Local utilization:
10 x 10 tiles, from dark blue (low) to red (high), 0 to 100% covered.
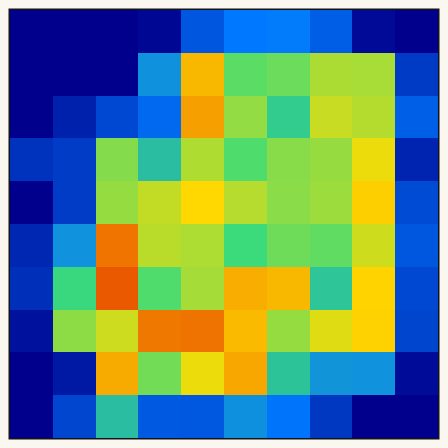
Logic cells by family:
The bar under the picture is 20 um long.
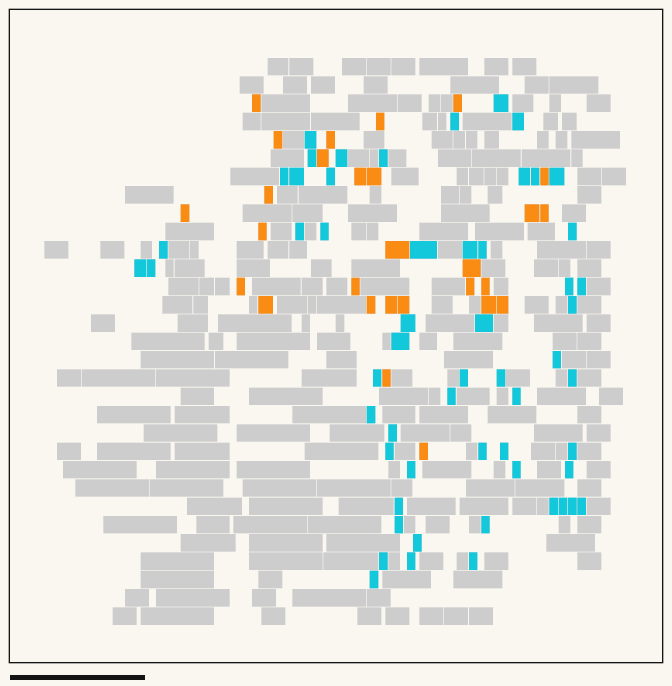
## config.mk

```make
export PLATFORM = sky130hd
export DESIGN_NAME = cbrt_job_ctrl
export DESIGN_NICKNAME = d
export VERILOG_FILES = /design/src/rtl/cbrt_pkg.sv /design/src/rtl/cbrt_fifo.sv /design/src/rtl/cbrt_job_ctrl.sv
export SDC_FILE = /design/constraint.sdc
export NUM_CORES = 1
export LEC_CHECK = 0
export ABC_CLOCK_PERIOD_IN_PS = 2850
export CAP_MARGIN = 20
export CORE_MARGIN = 5
export CORE_UTILIZATION = 40
export DETAILED_ROUTE_END_ITERATION = 10
export PLACE_DENSITY = 0.65
export SETUP_SLACK_MARGIN = 0.4
export SLEW_MARGIN = 0
export SYNTH_ARGS = -nofsm -noshare
export SYNTH_HDL_FRONTEND = slang
export SYNTH_SLANG_ARGS = --single-unit
```

## constraint.sdc

```tcl
create_clock -name clk_c -period 2.85 [get_ports clk_c]
set_input_delay 0.285 -clock clk_c [delete_from_list [all_inputs] [get_ports clk_c]]
set_output_delay 0.285 -clock clk_c [all_outputs]
set_load 0.01 [all_outputs]
```

## src/rtl/cbrt_pkg.sv

```systemverilog
// cbrt_pkg: shared widths and FSM state encoding for the cube-root job controller
package cbrt_pkg;
  localparam int DATA_W = 8;
  localparam int CNT_W = 16;
  typedef enum logic [2:0] {IDLE, START, WAIT_HI, WAIT_LO, HOLD} state_t;
endpackage

```

## src/rtl/cbrt_fifo.sv

```systemverilog
// cbrt_fifo: operand queue with full/empty flags and modulo-wrapping pointers
module cbrt_fifo
  import cbrt_pkg::*;
#(
  parameter int DEPTH = 4
) (
  input  logic              clk,
  input  logic              rst,
  input  logic              push,
  input  logic              pop,
  input  logic [DATA_W-1:0] din,
  output logic [DATA_W-1:0] dout,
  output logic              full,
  output logic              empty
);
  localparam int AW = $clog2(DEPTH);
  logic [DATA_W-1:0] mem [DEPTH];
  logic [AW-1:0] wr, rd;
  logic [AW:0] cnt;
  logic do_push, do_pop;
  assign full = cnt == (AW+1)'(DEPTH);
  assign empty = cnt == '0;
  assign do_push = push && !full;
  assign do_pop = pop && !empty;
  assign dout = mem[rd];
  // pointer, occupancy and storage update; push is refused when full even if popping
  always_ff @(posedge clk) begin
    if (rst) begin
      wr <= '0;
      rd <= '0;
      cnt <= '0;
    end else begin
      if (do_push) begin
        mem[wr] <= din;
        wr <= wr + 1'b1;
      end
      if (do_pop) rd <= rd + 1'b1;
      cnt <= cnt + (AW+1)'(do_push) - (AW+1)'(do_pop);
    end
  end
endmodule

```

## src/rtl/cbrt_job_ctrl.sv

```systemverilog
// cbrt_job_ctrl: queues operands and sequences them one at a time through an external cube-root core
module cbrt_job_ctrl
  import cbrt_pkg::*;
#(
  parameter int FIFO_DEPTH = 4
) (
  input  logic              clk_c,
  input  logic              rst_c,
  input  logic              in_valid,
  input  logic [DATA_W-1:0] in_x,
  output logic              in_ready,
  output logic              out_valid,
  output logic [DATA_W-1:0] out_x,
  output logic [DATA_W-1:0] out_root,
  input  logic              out_ready,
  output logic              core_start_c,
  output logic [DATA_W-1:0] core_x,
  input  logic              core_busy,
  input  logic [DATA_W-1:0] core_result,
  output logic [CNT_W-1:0]  done_cnt
);
  state_t state, state_d;
  logic full, empty, pop;
  logic [DATA_W-1:0] head;
  cbrt_fifo #(.DEPTH(FIFO_DEPTH)) u_fifo (
    .clk(clk_c),
    .rst(rst_c),
    .push(in_valid),
    .pop(pop),
    .din(in_x),
    .dout(head),
    .full(full),
    .empty(empty)
  );
  assign in_ready = !full;
  // next-state and Moore outputs; the core handshake waits for busy to rise then fall
  always_comb begin
    state_d = state;
    pop = state == IDLE && !empty;
    core_start_c = state == START;
    out_valid = state == HOLD;
    state_d = state == IDLE    ? (empty ? IDLE : START) :
              state == START   ? WAIT_HI :
              state == WAIT_HI ? (core_busy ? WAIT_LO : WAIT_HI) :
              state == WAIT_LO ? (core_busy ? WAIT_LO : HOLD) :
                                 (out_ready ? IDLE : HOLD);
  end
  // state register plus operand, result and completion-count capture
  always_ff @(posedge clk_c) begin
    if (rst_c) begin
      state <= IDLE;
      core_x <= '0;
      out_x <= '0;
      out_root <= '0;
      done_cnt <= '0;
    end else begin
      state <= state_d;
      if (pop) begin
        core_x <= head;
        out_x <= head;
      end
      if (state == WAIT_LO && !core_busy) out_root <= core_result;
      if (state == HOLD && out_ready) done_cnt <= done_cnt + 1'b1;
    end
  end
endmodule
```

==> results.txt <==
Notes from the flow run.

GRT:
- The run puts the initial antenna violation count at 0.
- Entering global routing, the biggest net connects 44 pins.
- The run gives the peak-usage layer in the global routing report as met2.
- The number of global-route vias before repair was 1907.
- The global routing report lists met2 layer usage as 0.177.
- The run gives the first-pass GRT wire length as 9480 um.

Final layout:
- Counting the clock-network buffers in the layout gives 9.
- The biggest slice of the area belongs to flip-flops and latches.
- The run puts the area of all sequential standard cells at 1800 um2.
- The run puts the layout overhead on the synthesized area at 29.0%.
- Of all the cell area in the finished design, the clock network holds 0.0534.
- In the final design database the tool counted 353 nets.
- More flip-flops sit in one register than any other, and that register is u_fifo.mem.
- Summing all non-filler instances in the final layout gives an area of 3890 um2.
- The multi-input combinational cells in the finished layout cover a total of 1070 um2.
- The run gives the diode insertion count for antenna repair as 0.
- The run gives the portion of the layout cell area used by non-clock buffers as 0.168.
- The layout has 66 buffers outside the clock class.

Detailed routing:
- Per the detail_route log, the uppermost layer with routed signals is met4.
- The run puts the via density per instance at 4.82.
- The first detailed-routing pass took 4 iterations.
- The run gives the wire length on met2 as 2520 um.
- The detailed router reported a total wirelength of 5670 um.
- Per the detail_route log, met3 wirelength is 324 um.
- The run puts the post-detailed-route count of antenna-violating nets at 0.

Setup path:
- The run puts the critical path buffer and inverter count at 3.
- The worst setup path is launched from a register.
- In this design, the largest share of critical-path delay is due to adder cells.
- Per the OpenROAD timing report, the critical path contains 11 cells.
- The run gives the critical path launch point as state[1].
- The run gives the largest fanout on the critical path as 10.
- The report lists the cells along the critical path as nor3_1 > nand2b_1 > inv_2 > ha_1 > inv_1 > ha_1 > inv_1 > fa_1 > xor2_1 > xnor2_1 > nor2_1.
- The run gives the required time of the worst setup path as 3.07 ns.
- The slowest stage of the critical path is the dfxtp_1 cell.
- The capture point of the worst register-to-register path is recorded as u_fifo.cnt[2].
- The run puts the register-to-register path setup slack at 0.62 ns.
- For reference, the critical path is captured by u_fifo.cnt[2].
- By startpoint and endpoint, the worst setup path is classified as register to register.

Pwr:
- The run puts the portion of total power attributed to combinational logic at 0.268.
- The clock network consumes a total of 0.841 mW.
- The run puts the maximum ir drop on the vdd rail at 0.395 mV.
- The run puts the design internal power at 2.10 mW.
- For the sequential group, total power comes out at 1.36 mW.
- The power report attributes to the sequential group a share of 0.452.
- The run gives the power group with the largest share as sequential cells.
- Of the total power, the share spent switching nets is 0.302.
- The share of total power dissipated in the clock network is 0.280.
- The run gives the switching component of the power as 0.907 mW.

Final timing:
- The run gives the worst setup skew after layout as 0.0135 ns.
- Checking max transition, the worst relative margin is 0.434.
- Setup repair after global routing left no endpoint under its margin.
- Adding up every negative setup slack in the final design gives 0 ns.
- The run gives the worst slack on hold paths as 0.454 ns.
- The run gives the fmax as 449 MHz.

Yosys:
- The commonest cells after synthesis are 43 x nand2_1, 42 x dfxtp_1, 32 x edfxtp_1.
- The run puts the fraction of registers with async set/reset at 0.
- The run gives the number of nets at floorplan as 296.
- The most common cell in the synthesized netlist is nand2_1.
- Yosys printed 0 warnings.
- The run gives the yosys stat chip area as 3010 um2.
- The run gives the count of instantiated cells in the yosys netlist as 267.
- Per the synthesis report, the simple-gate share of the synthesized area is 0.164.
- The synthesis stat section lists a flop and latch total of 74.
- The mapped netlist covers 3010 um2.
- Sorting the synthesized cells by area gives the leading types as edfxtp_1 32%, dfxtp_1 28%, mux4_2 6.0%.

Floorplan:
- From bottom edge to top edge, the die measures 96.8 um.
- The run gives the number of I/O pins as 64.
- The die is 96.8 um wide.

Worst hold path:
- The run puts the worst hold path cell count at 2.
- In this run the most critical hold path is launched from out_root[1].

Clocking:
- The run gives the number of buffers between clock root and the deepest sink as 2.
- For this design, the sink count on the clock tree is 74.
- The run gives the post-cts sizing count as 0.
- The run puts the hold buffer count at CTS at 0.
- The run puts the clock latency of the later-clocked register in the worst-skew pair at 0.35 ns.

Job:
- The tool flagged a number of max-cap violations equal to 0.
- The stage logs contain a warning count of 29.

Run status:
- The run finished with clean final reports.

Placed design:
- After its last routability iteration, the placer logged a weighted congestion of 0.706.
Back to the opening pictures, 'local utilization':
- mean over tiles: 40%
- fullest tile: 90%
- nearly empty tiles: 14%
- densest ninth of the die: centre
CORE AREA: 7290 um2
floorplan core density: 0.413
post-layout utilization of the core: 0.533

Back to the opening pictures, 'logic cells by family':
- orange: NOR gates (cells 28)
- cyan: NAND gates (cells 56)
logic share of the area: 0.275
non-filler instance count after layout: 428
most common cell after layout, fill and taps aside: clkdlybuf4s50_1

No activity file was given, so power comes from the tool's default toggle rates.
